File: src/rtl/fg_config_if.sv
// rtl/fg_config_if.sv - byte stream handshake between a config source and fg_config_loader
interface fg_config_if;
  logic [7:0] data_i;
  logic       dataValid_STRB_i;
  logic       ready_o;

  modport master (output data_i, output dataValid_STRB_i, input ready_o);
  modport slave  (input data_i, input dataValid_STRB_i, output ready_o);
endinterface

File: src/rtl/fg_config_loader.sv
// rtl/fg_config_loader.sv - framed byte-stream loader committing the generator config word; FG_CONFIG_CHECKSUM_EN adds the XOR checksum byte
module fg_config_loader #(
  parameter int         CONFIG_REG_BITWIDTH = 56,
  parameter int         TIMEOUT_CYCLES      = 255,
  parameter logic [6:0] HEADER_TAG          = 7'b1010010
) (
  input  logic                           clk_i,
  input  logic                           rst_i,
  fg_config_if.slave                     cfg,
  input  logic                           outValid_STRB_i,
  output logic [CONFIG_REG_BITWIDTH-1:0] CR_bus_o,
  output logic                           enable_o,
  output logic                           busy_o,
  output logic                           commit_STRB_o,
  output logic                           error_o
);

  localparam int PAYLOAD_BYTES = CONFIG_REG_BITWIDTH / 8;
  localparam int IDX_W = (PAYLOAD_BYTES > 1) ? $clog2(PAYLOAD_BYTES) : 1;
  localparam int TO_W  = (TIMEOUT_CYCLES > 1) ? $clog2(TIMEOUT_CYCLES) : 1;
  localparam logic [IDX_W-1:0] IDX_LAST = IDX_W'(PAYLOAD_BYTES - 1);
  localparam logic [TO_W-1:0]  TO_LAST  = TO_W'((TIMEOUT_CYCLES > 0) ? TIMEOUT_CYCLES - 1 : 0);

`ifdef FG_CONFIG_CHECKSUM_EN
  typedef enum logic [2:0] {S_IDLE, S_LOAD, S_CHECK, S_WAIT_SYNC, S_COMMIT} state_t;
`else
  typedef enum logic [2:0] {S_IDLE, S_LOAD, S_WAIT_SYNC, S_COMMIT} state_t;
`endif

  state_t                         state;
  logic [CONFIG_REG_BITWIDTH-1:0] shadow;
  logic                           en_latch;
  logic [IDX_W-1:0]               idx;
  logic [TO_W-1:0]                to_cnt;
  logic                           accept;
  logic                           timeout_hit;
  state_t                         sync_target;
`ifdef FG_CONFIG_CHECKSUM_EN
  logic [7:0]                     csum;
`endif

  // Waiting for COMMIT is only needed while ready/backpressure can stall the stream: not in WAIT_SYNC or COMMIT
  assign cfg.ready_o = (state != S_WAIT_SYNC) && (state != S_COMMIT);
  assign busy_o      = (state != S_IDLE);
  assign accept      = cfg.dataValid_STRB_i & cfg.ready_o;
  // A disabled timeout (0) never fires; the counter then just wraps harmlessly
  assign timeout_hit = (TIMEOUT_CYCLES != 0) && (to_cnt == TO_LAST);
  // A running generator must only see a new config on a sample boundary
  assign sync_target = enable_o ? S_WAIT_SYNC : S_COMMIT;

  // Frame FSM: assembles the shadow word and commits it atomically to the outputs
  always_ff @(posedge clk_i) begin
    if (rst_i) begin
      state         <= S_IDLE;
      shadow        <= '0;
      en_latch      <= 1'b0;
      idx           <= '0;
      to_cnt        <= '0;
      CR_bus_o      <= '0;
      enable_o      <= 1'b0;
      commit_STRB_o <= 1'b0;
      error_o       <= 1'b0;
`ifdef FG_CONFIG_CHECKSUM_EN
      csum          <= 8'h00;
`endif
    end else begin
      commit_STRB_o <= 1'b0;
      error_o       <= 1'b0;
      case (state)
        S_IDLE: begin
          if (accept) begin
            if (cfg.data_i[7:1] == HEADER_TAG) begin
              en_latch <= cfg.data_i[0];
              idx      <= '0;
              to_cnt   <= '0;
`ifdef FG_CONFIG_CHECKSUM_EN
              csum     <= cfg.data_i;
`endif
              state    <= S_LOAD;
            end else begin
              error_o <= 1'b1;
            end
          end
        end
        S_LOAD: begin
          if (accept) begin
            shadow <= {shadow[CONFIG_REG_BITWIDTH-9:0], cfg.data_i};
            to_cnt <= '0;
            idx    <= idx + 1'b1;
`ifdef FG_CONFIG_CHECKSUM_EN
            csum   <= csum ^ cfg.data_i;
            if (idx == IDX_LAST) state <= S_CHECK;
`else
            if (idx == IDX_LAST) state <= sync_target;
`endif
          end else if (timeout_hit) begin
            error_o <= 1'b1;
            state   <= S_IDLE;
          end else begin
            to_cnt <= to_cnt + 1'b1;
          end
        end
`ifdef FG_CONFIG_CHECKSUM_EN
        S_CHECK: begin
          if (accept) begin
            to_cnt <= '0;
            if (cfg.data_i == csum) begin
              state <= sync_target;
            end else begin
              error_o <= 1'b1;
              state   <= S_IDLE;
            end
          end else if (timeout_hit) begin
            error_o <= 1'b1;
            state   <= S_IDLE;
          end else begin
            to_cnt <= to_cnt + 1'b1;
          end
        end
`endif
        S_WAIT_SYNC: begin
          if (outValid_STRB_i) state <= S_COMMIT;
        end
        S_COMMIT: begin
          CR_bus_o      <= shadow;
          enable_o      <= en_latch;
          commit_STRB_o <= 1'b1;
          state         <= S_IDLE;
        end
        default: state <= S_IDLE;
      endcase
    end
  end

endmodule

File: src/flat_wrapper.sv
// flat-port wrapper written by rule: the top's interface ports become plain ports
module fg_config_loader_flat 
#(
  parameter int         CONFIG_REG_BITWIDTH = 56,
  parameter int         TIMEOUT_CYCLES      = 255,
  parameter logic [6:0] HEADER_TAG          = 7'b1010010
)
  (clk_i, rst_i, outValid_STRB_i, CR_bus_o, enable_o, busy_o, commit_STRB_o, error_o, cfg_data_i, cfg_dataValid_STRB_i, cfg_ready_o);
  fg_config_if cfg_i ();
  input  logic clk_i;
  input  logic rst_i;
  input  logic outValid_STRB_i;
  output logic [CONFIG_REG_BITWIDTH-1:0] CR_bus_o;
  output logic enable_o;
  output logic busy_o;
  output logic commit_STRB_o;
  output logic error_o;
  input wire logic [$bits(cfg_i.data_i)-1:0] cfg_data_i;
  input wire logic [$bits(cfg_i.dataValid_STRB_i)-1:0] cfg_dataValid_STRB_i;
  output wire logic [$bits(cfg_i.ready_o)-1:0] cfg_ready_o;
  assign cfg_i.data_i = cfg_data_i;
  assign cfg_i.dataValid_STRB_i = cfg_dataValid_STRB_i;
  assign cfg_ready_o = cfg_i.ready_o;
  fg_config_loader #(.CONFIG_REG_BITWIDTH(CONFIG_REG_BITWIDTH), .TIMEOUT_CYCLES(TIMEOUT_CYCLES), .HEADER_TAG(HEADER_TAG)) u_core (.clk_i(clk_i), .rst_i(rst_i), .cfg(cfg_i), .outValid_STRB_i(outValid_STRB_i), .CR_bus_o(CR_bus_o), .enable_o(enable_o), .busy_o(busy_o), .commit_STRB_o(commit_STRB_o), .error_o(error_o));
endmodule
File: config.mk
export PLATFORM = sky130hd
export DESIGN_NAME = fg_config_loader_flat
export DESIGN_NICKNAME = d
export VERILOG_FILES = /design/src/rtl/fg_config_if.sv /design/src/rtl/fg_config_loader.sv /design/src/flat_wrapper.sv
export SDC_FILE = /design/constraint.sdc
export NUM_CORES = 1
export LEC_CHECK = 0
export CORE_MARGIN = 3
export CORE_UTILIZATION = 48
export DETAILED_ROUTE_END_ITERATION = 10
export GPL_ROUTABILITY_DRIVEN = 1
export PLACE_DENSITY = 0.87
export REMOVE_ABC_BUFFERS = 1
export SYNTH_ARGS = -nofsm -noshare
export SYNTH_HDL_FRONTEND = slang
export SYNTH_SLANG_ARGS = --single-unit
File: constraint.sdc
create_clock -name clk_i -period 1.63 [get_ports clk_i]
set_clock_uncertainty 0.2 [all_clocks]
set_input_delay 0.163 -clock clk_i [delete_from_list [all_inputs] [get_ports clk_i]]
set_output_delay 0.163 -clock clk_i [all_outputs]
set_load 0.05 [all_outputs]
Placement by cell class:
Fill, decap, tap and diode cells in grey.
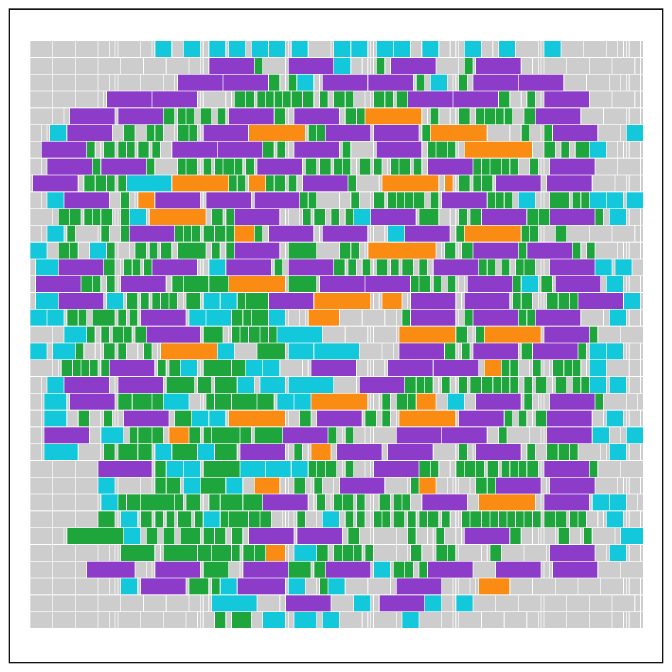
- clock drivers and dummy loads: orange (cells 32)
- remaining buffers and delay cells: cyan (cells 118)
- sequential cells: purple (cells 129)
- combinational and other logic: green (cells 432)
# rows: 35
Finished Core Util: 0.682
Design Area, Final: 6450 um^2

==> qor.yml <==
finish:
  flop-count: 129
  final_common_cell: "nand2_1"
  largestClassByArea: "flip-flops and latches"
  comb_share: 0.322
clock_network:
  cts_buffers: 17
  clk_pin_slew_ps: 60
  cts_resized: 21
  clockBufferDepth: 2
  insertion_delay_ps: 510
outcome:
  outcome: "finished, violations left"
  failed_checks: "setup timing"
power_and_ir_drop:
  p_seq_w: 0.00315
  intPower_w: 0.00547
  pwr-share-clk: 0.527
  p_leak_nw: 2.36
  top_power_group: "clock"
die:
  initial_core_util: 0.503
worst_setup_path:
  crit_type: "reg2out"
  critical-path-top-delay-family: "flip-flops"
  critPathMaxStageDelay_ps: 360
timing:
  hold_viol: 0
  setup_viol: 6
  worstMarginPinSlew_ps: 589
  fin_ws_ps: -76.1
  setup_tns_ps: -236
synth:
  ys_seq_frac: 0.542
job:
  warnings: 29
hold_path:
  min_path_cells: 3
place:
  gp_congestion: 0.814
Met1 routing:
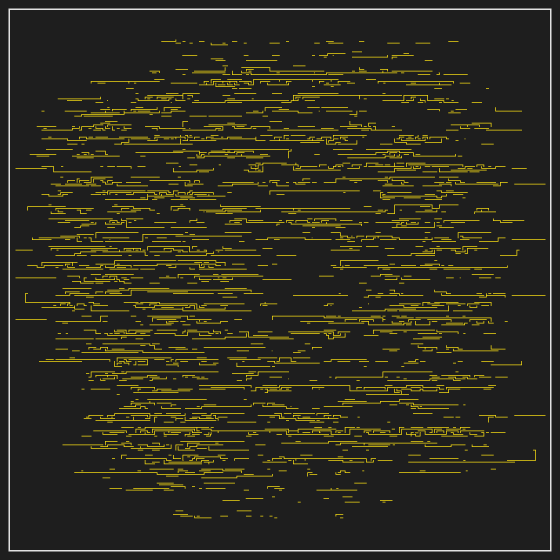
- longest straight run: 25.3 um
- main direction: horizontal
met1 usage: 0.228
via count: 4352
DRT Wirelength: 11.4 mm

==> cells in the mapped netlist <==
cell type and instances:
o32ai_1 1, and4_1 1, ha_1 4, o21bai_1 1, and4b_1 1, mux2i_1 1
and4bb_2 1, nor2_1 14, o21ai_0 4, inv_1 7, nor3_1 8, nor3_4 1
buf_2 14, nand2b_1 2, o31a_1 1, clkbuf_1 25, nand4_1 3, or3_1 1
or3b_4 1, and3b_1 2, a311oi_2 2, a31oi_1 5, o21ai_1 1, a21oi_1 123
nand2_1 232, nor3b_2 2, dfxtp_1 129, a211o_1 2, nand3b_1 2, a21boi_0 1
and2b_1 1, nor2b_1 1, and3_1 1, a41oi_1 1, nand3_1 3, a311oi_1 1
buf_4 1
==> worst min-delay path, stage by stage <==
cell	delay, ps
clkdlybuf4s50_1	420
nand2_1	70
a21oi_1	50
==> kinds of logic (layout without fill, tap and decap cells) <==
kind of cell,after synthesis,after routing,synth area share
and+or+nand+nor,277,277,0.242
AOI/OAI and AO/OA,143,143,0.162
DFF,129,129,0.542
buffers and inverters,47,157,0.0415
adders and majority gates,4,4,0.0105
muxes,1,1,0.00210
==> final timing paths <==
kind | start | to
max | u_core.state[1]$_SDFFE_PP0P_ | busy_o
min | cfg_data_i[0] | u_core.shadow[0]$_SDFFE_PP0P_
max reg2reg | u_core.state[1]$_SDFFE_PP0P_ | u_core.to_cnt[5]$_SDFFE_PP0P_
min reg2reg | u_core.shadow[51]$_SDFFE_PP0P_ | u_core.CR_bus_o[51]$_SDFFE_PP0P_
==> layer usage <==
layer  up-vias  wire length, um
li1       2177                -
met1      2030             4820
met2       122             5820
met3        23              606
met4         0              183
met5         -                0
Power is estimated from default activity; no workload was simulated.
